--- config.mk ---
export PLATFORM = sky130hd
export DESIGN_NAME = seg_scan_driver
export DESIGN_NICKNAME = d
export VERILOG_FILES = /design/src/rtl/seg_scan_driver.sv
export SDC_FILE = /design/constraint.sdc
export NUM_CORES = 1
export LEC_CHECK = 0
export ABC_CLOCK_PERIOD_IN_PS = 2200
export CORE_MARGIN = 5
export CORE_UTILIZATION = 48
export DETAILED_ROUTE_END_ITERATION = 7
export PLACE_DENSITY = 0.82
export SKIP_LAST_GASP = 1
export SLEW_MARGIN = 10
export SYNTH_ARGS = -nofsm -noshare
export SYNTH_HDL_FRONTEND = slang
export SYNTH_SLANG_ARGS = --single-unit
--- constraint.sdc ---
create_clock -name clk -period 2.2 [get_ports clk]
set_input_delay 0.44 -clock clk [delete_from_list [all_inputs] [get_ports clk]]
set_output_delay 0.44 -clock clk [all_outputs]
set_load 0.05 [all_outputs]
--- src/rtl/seg_scan_driver.sv ---
// seg_scan_driver: time-multiplexes six BCD digits onto one 7-segment bus,
// with blanking between digits and frame-coherent capture of the inputs.
module seg_scan_driver #(
  parameter int SCAN_DIV  = 1000,
  parameter int BLANK_CYC = 50
) (
  input  logic       clk,
  input  logic       clr,
  input  logic [3:0] d0,
  input  logic [3:0] d1,
  input  logic [3:0] d2,
  input  logic [3:0] d3,
  input  logic [3:0] d4,
  input  logic [3:0] d5,
  input  logic [5:0] dp_mask,
  output logic [0:6] seg,
  output logic       dp,
  output logic [5:0] dig_sel,
  output logic       frame_tick
);
  localparam int CW = $clog2(SCAN_DIV);
  logic [CW-1:0]   r_cnt;
  logic [2:0]      r_idx;
  logic [5:0][3:0] r_dig;
  logic [5:0]      r_dpm;
  logic            w_last, w_cap, w_act;
  logic [3:0]      w_code;
  logic [6:0]      w_seg;
  assign w_last = r_cnt == CW'(SCAN_DIV - 1);
  assign w_cap  = w_last && r_idx == 3'd5;
  // idx values 6..7 are unreachable; treat them as all digits off
  assign w_act  = r_cnt >= CW'(BLANK_CYC) && r_idx < 3'd6;
  assign w_code = w_act ? r_dig[r_idx] : 4'hF;
  always_comb begin
    w_seg = 7'b0000000;
    case (w_code)
      4'd0: w_seg = 7'b1111110;
      4'd1: w_seg = 7'b0110000;
      4'd2: w_seg = 7'b1101101;
      4'd3: w_seg = 7'b1111001;
      4'd4: w_seg = 7'b0110011;
      4'd5: w_seg = 7'b1011011;
      4'd6: w_seg = 7'b0011111;
      4'd7: w_seg = 7'b1110000;
      4'd8: w_seg = 7'b1111111;
      4'd9: w_seg = 7'b1110011;
      default: w_seg = 7'b0000000;
    endcase
  end
  always_ff @(posedge clk or negedge clr) begin
    if (!clr) begin
      r_cnt      <= '0;
      r_idx      <= 3'd0;
      r_dig      <= {6{4'hF}};
      r_dpm      <= 6'd0;
      seg        <= 7'b0000000;
      dp         <= 1'b0;
      dig_sel    <= 6'h3F;
      frame_tick <= 1'b0;
    end else begin
      r_cnt <= w_last ? '0 : r_cnt + 1'b1;
      if (w_last) r_idx <= w_cap ? 3'd0 : r_idx + 3'd1;
      if (w_cap) begin
        r_dig <= {d5, d4, d3, d2, d1, d0};
        r_dpm <= dp_mask;
      end
      frame_tick <= w_cap;
      seg        <= w_seg;
      dp         <= w_act & r_dpm[r_idx];
      dig_sel    <= w_act ? ~(6'd1 << r_idx) : 6'h3F;
    end
  end
endmodule
==> results.txt <==
Entry: Yosys synthesis followed by OpenROAD place and route.

Die:
- According to the floorplan report, the die height is 87.7 microns.
- According to the floorplan report, the total die area is 7700 sq um.
- The run gives the width of the chip as 87.7 microns.
- At the floorplan stage, the core utilization is reported as 0.493.
- The run gives the top-level port count as 47.

Power:
- The run gives the post-route total power as 2.16 mW.
- The run gives the total leakage power as 1.73 nW.
- In this run the VDD rail shows a maximum IR drop of 0.363 mV.
- The run puts the power density over the cells at 575 nW/um^2.

Layout:
- Of the cells placed in the final design, the portion with a size suffix greater than 1 is 0.374.
- The finished layout holds 369 standard cells, fillers aside.
- The top cell types in the final layout, fill and taps aside, are sky130_fd_sc_hd__clkdlybuf4s50_1 (45), sky130_fd_sc_hd__dfstp_2 (30), sky130_fd_sc_hd__mux2_4 (29).
- The run gives the number of diodes added for antenna fixing as 0.
- The run puts the share of the core filled with cells at 0.637.
- The run gives the most frequent standard cell in the layout excluding fill and tap cells as sky130_fd_sc_hd__clkdlybuf4s50_1.
- The run gives the area growth from synthesis to layout as 29.3%.
- At the end of the flow, the number of nets in the layout was 333.

Worst setup path:
- The run gives the critical path data required time as 2.47 ns.
- The run puts the critical-path maximum fanout at 4.
- The run puts the data arrival time of the critical path at 2.40 ns.
- The worst setup path is launched from a flip-flop.
- The worst setup path is captured at a flip-flop.
- The worst setup path is of the flip-flop to flip-flop kind.

Logic synthesis:
- According to the Yosys statistics, the synthesized design has a chip area of 2900 sq um.
- The run puts the post-synthesis cell area at 2900 sq um.
- The share of synthesized area in the top cell type comes to 0.272.
- The run puts the sequential area share after synthesis at 0.513.
- The run puts the register bit total from synthesis at 58.
- The run puts the number of enable flip-flop cells at 0.
- The run puts the floorplan net count at 265.
- The run gives the post-synthesis cell count from yosys as 221.
- The most frequently used library cell after synthesis is sky130_fd_sc_hd__dfstp_2.
- The run gives the yosys warning tally as 0.
- The synthesized netlist contains 44 unique library cells.
- Among all flip-flop cells after synthesis, the most frequent one is sky130_fd_sc_hd__dfstp_2.
- In the post-synthesis netlist, the biggest area contributors are sky130_fd_sc_hd__dfstp_2 (27%), sky130_fd_sc_hd__dfrtp_1 (24%), sky130_fd_sc_hd__mux2_4 (15%).
- Of all flip-flops after synthesis, the portion carrying an async set or reset was 1.00.
- The cell type that accounts for the most area after synthesis is sky130_fd_sc_hd__dfstp_2.
- By count the netlist is led by sky130_fd_sc_hd__dfstp_2 (30), sky130_fd_sc_hd__mux2_4 (29), sky130_fd_sc_hd__dfrtp_1 (28).
- The run puts the instance tally after logic synthesis at 221.
- The run puts the synthesized area divided by synthesized cell count at 13.1 sq um.

Detailed routing:
- The detailed router placed 1,867 vias in this run.
- The first routing iteration left 63 violations.
- The first detailed-routing pass ran for 4 iterations.
- Per the detailed-route log, wirelength across all metal layers totals 5.45 mm.
- The run gives the post-route DRC violation count as 0.
- The run gives the post-detailed-route count of antenna-violating nets as 0.
- Per the detail_route report, vias per standard cell equal 5.06.

Final timing:
- Between clock sinks in the finished design, the worst skew comes to 0.0122 ns.
- The run puts the count of pins over their slew limit at 0.
- The run gives the number of endpoints failing setup at the final stage as 0.
- The run gives the final worst setup slack as 0.0676 ns.
- The run gives the clock period minus final worst setup slack as 2.13 ns.
- The run puts the transition time at the pin with the least slew margin at 0.581 ns.
- The run puts the maximum operating frequency at 469 MHz.
- Endpoints failing hold in the final report were tallied at 0.
- In the finished design, the share of the clock period the worst path needs comes to 0.969.
- The run puts the worst slew margin relative to its limit at 0.613.
- The run gives the total negative slack as 0 ns.
- Setup repair after global routing could not meet its margin everywhere.

Placed design:
- The run puts the placed wire-length estimate after detailed placement at 3.98 mm.
- The number of placed instances, taps included, is 351.
- Input and output buffers added on the ports amount to 46.
- The run puts the routability congestion estimate from global placement at 0.800.
- The run puts the worst slack at placement at -0.00104 ns.

GRT:
- The number of antenna violations at the first check in global routing was 0.
- The run gives the total congestion overflow after global routing as 0.
- Entering global routing, the biggest net connects 33 pins.
- The number of global-route vias before repair came to 1,958.
- The run puts the first-pass GRT wire length at 9.36 mm.

Hold path:
- According to the hold report, the worst path is of the primary input to asynchronous set/reset pin type.

Run:
- In this run the maximum-capacitance check reported violations numbering 0.
- The run gives the OpenROAD warning count as 35.

CTS:
- The run puts the clock slew at the register clock pins of the worst setup and hold paths at 0.07 ns.
- The run puts the number of CTS-inserted buffers at 9.
- The run puts the number of hold-repair buffers added at the cts stage at 0.
- The run puts the clock insertion delay at the later pin of the skew report at 0.34 ns.
- TritonCTS built the clock tree.
- The run puts the maximum clock insertion buffer count at 2.
- The run gives the level count of the clock H-tree as 3.
- The tree is rooted in a sky130_fd_sc_hd__clkbuf_8.
- The tree built by TritonCTS fans out to 58 sinks.

Outcome:
- The flow ran to the end, and the final reports show no timing, DRC or antenna violations.
[timing repair]
action / 4_1_cts / 5_1_grt
pin swaps: 0 / 2
setup buffers: 1 / 1
gates resized: 0 / 5
setup endpoints to repair: 1 / 1
[metal layers]
layer | GRT usage | up-vias | wire length (microns)
met5 | 0 | - | 0
met4 | 0.0781 | 0 | 76
met3 | 0.0367 | 8 | 237
met2 | 0.251 | 44 | 2640
met1 | 0.212 | 900 | 2500
li1 | - | 915 | -
[report_power, final]
group          internal (mW)  switching, mW  total [mW]
logic                  0.102         0.0540       0.156
registers               1.11         0.0172        1.13
clock network          0.465          0.406       0.871
total                   1.68          0.477        2.16
[cell type report]
cell class	count	area, sq um
Timing Repair Buffer	65	623
Sequential cell	58	1490
Clock buffer	13	159
Fill cell	473	2140
Tap cell	75	93.8
Clock inverter	3	15.0
Inverter	10	37.5
Multi-Input combinational cell	145	1330
[critical path, stage by stage (launching register included)]
cell                       delay [ns]
sky130_fd_sc_hd__dfrtp_1         0.35
sky130_fd_sc_hd__inv_1           0.05
sky130_fd_sc_hd__ha_1            0.17
sky130_fd_sc_hd__or4_1           0.40
sky130_fd_sc_hd__a31oi_1         0.18
sky130_fd_sc_hd__buf_4           0.15
sky130_fd_sc_hd__nand2b_4        0.14
sky130_fd_sc_hd__ha_4            0.14
sky130_fd_sc_hd__a21oi_2         0.03
sky130_fd_sc_hd__a221o_1         0.34
sky130_fd_sc_hd__a21oi_1         0.12
[through the flow]
stage | instance area, sq um | hold WS [ns]
3_5_place_dp | 3540 | 0.474
6_report | 3750 | 0.102
4_1_cts | 3720 | 0.107
3_3_place_gp | 3540 | 0.468
2_1_floorplan | 2910 | 0.144
5_1_grt | 3750 | 0.134
[kinds of logic (layout without fill, tap and decap cells)]
| logic type | count (synthesis) | count (layout) | synth area share |
|---|---|---|---|
| DFF | 58 | 58 | 0.513 |
| AOI/OAI and AO/OA | 28 | 28 | 0.0617 |
| xor gates and xnor gates | 5 | 5 | 0.0151 |
| adders and majority gates | 12 | 12 | 0.0518 |
| buffers and inverters | 18 | 91 | 0.0358 |
| and+or+nand+nor | 52 | 52 | 0.101 |
| muxes | 48 | 48 | 0.221 |
[flip-flops by register name (all words and copies together) (netlist names)]
register and cells:
dp 1, r_cnt 10, frame_tick 1, dig_sel 6
seg 7, r_dpm 6, r_dig 24, r_idx 3
[path summary, 6_finish.rpt]
kind                               start  slack [ns]   endpoint  depth (start not counted)
max in group asynchronous            clr        1.46  r_dig[21]                          2
worst min register to register  r_dpm[4]        0.51   r_dpm[4]                          1
worst max-delay path            r_cnt[0]        0.07     seg[4]                         10
worst max register to register  r_cnt[0]        0.07     seg[4]                         10
worst min-delay path                 clr        0.10   r_dpm[1]                          1
min in group clk                r_dpm[4]        0.51   r_dpm[4]                          1
### Congestion heat map

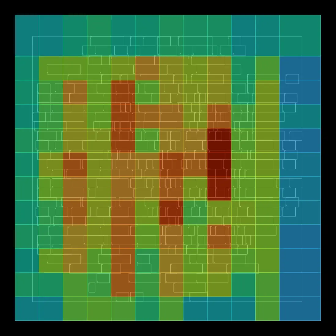
met3 layer usage reported by global route: 0.0367
most crowded layer after global routing: met2
total track usage: 0.161
Routed WL per cell: 14.8 microns

### Wires at chosen ports, followed through buffers

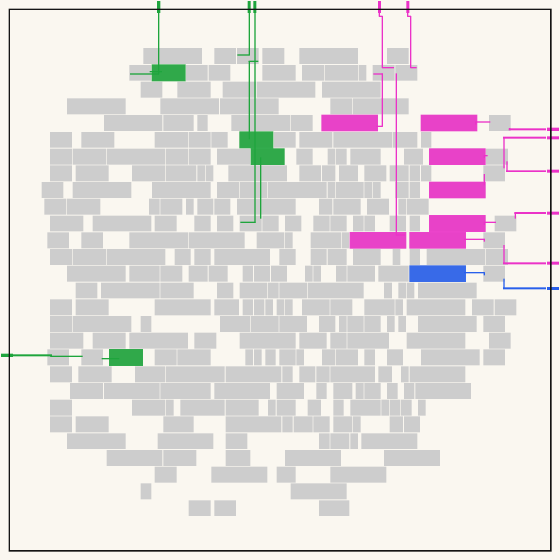
- blue: dp (bits 1; direction output; end cells 1; buffers 1; wire 11.8 microns)
- green: d0 (bits 4; direction input; end cells 4; buffers 4; wire 99.8 microns)
- magenta: seg (bits 7; direction output; end cells 7; buffers 7; wire 111 microns)

### Signal metal coverage by tile

Bar = 20 microns. 18 x 18 tiles, from dark purple (low) to yellow (high), scaled to the fullest tile. Values are wire area over tile area, all layers added.
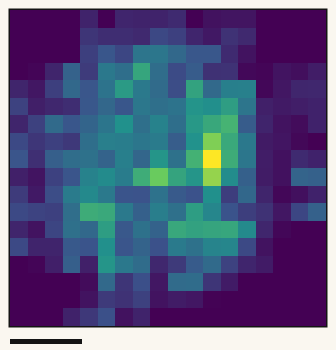
- fullest tile: 0.52
- densest ninth of the die: middle
- nearly empty tiles: 24%

### Sizing map

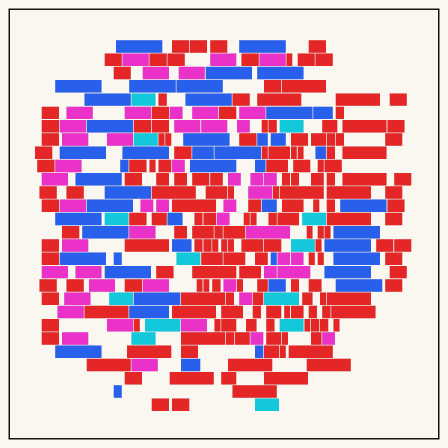
- magenta: drive 3 to 4 (cells 49; most used mux2_4)
- cyan: drive 6 and up (cells 13; most used clkbuf_8)
- red: drive 1 or less (cells 184; most used clkdlybuf4s50_1)
- blue: drive 2 (cells 48; most used dfstp_2)

### Placement by cell class

Bar = 20 microns.
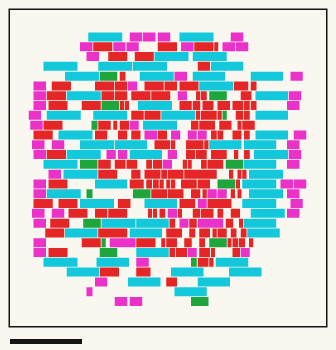
- cyan: flip-flops (cells 58)
- magenta: other buffers and delay cells (cells 65)
- red: all other logic (cells 155)
- green: clock drivers and dummy loads (cells 16)
sequential fraction of total cell area: 0.397
placement row count: 28
placeable core area: 5890 sq um

Power figures rest on the tool's default switching activity, not on a simulated workload.
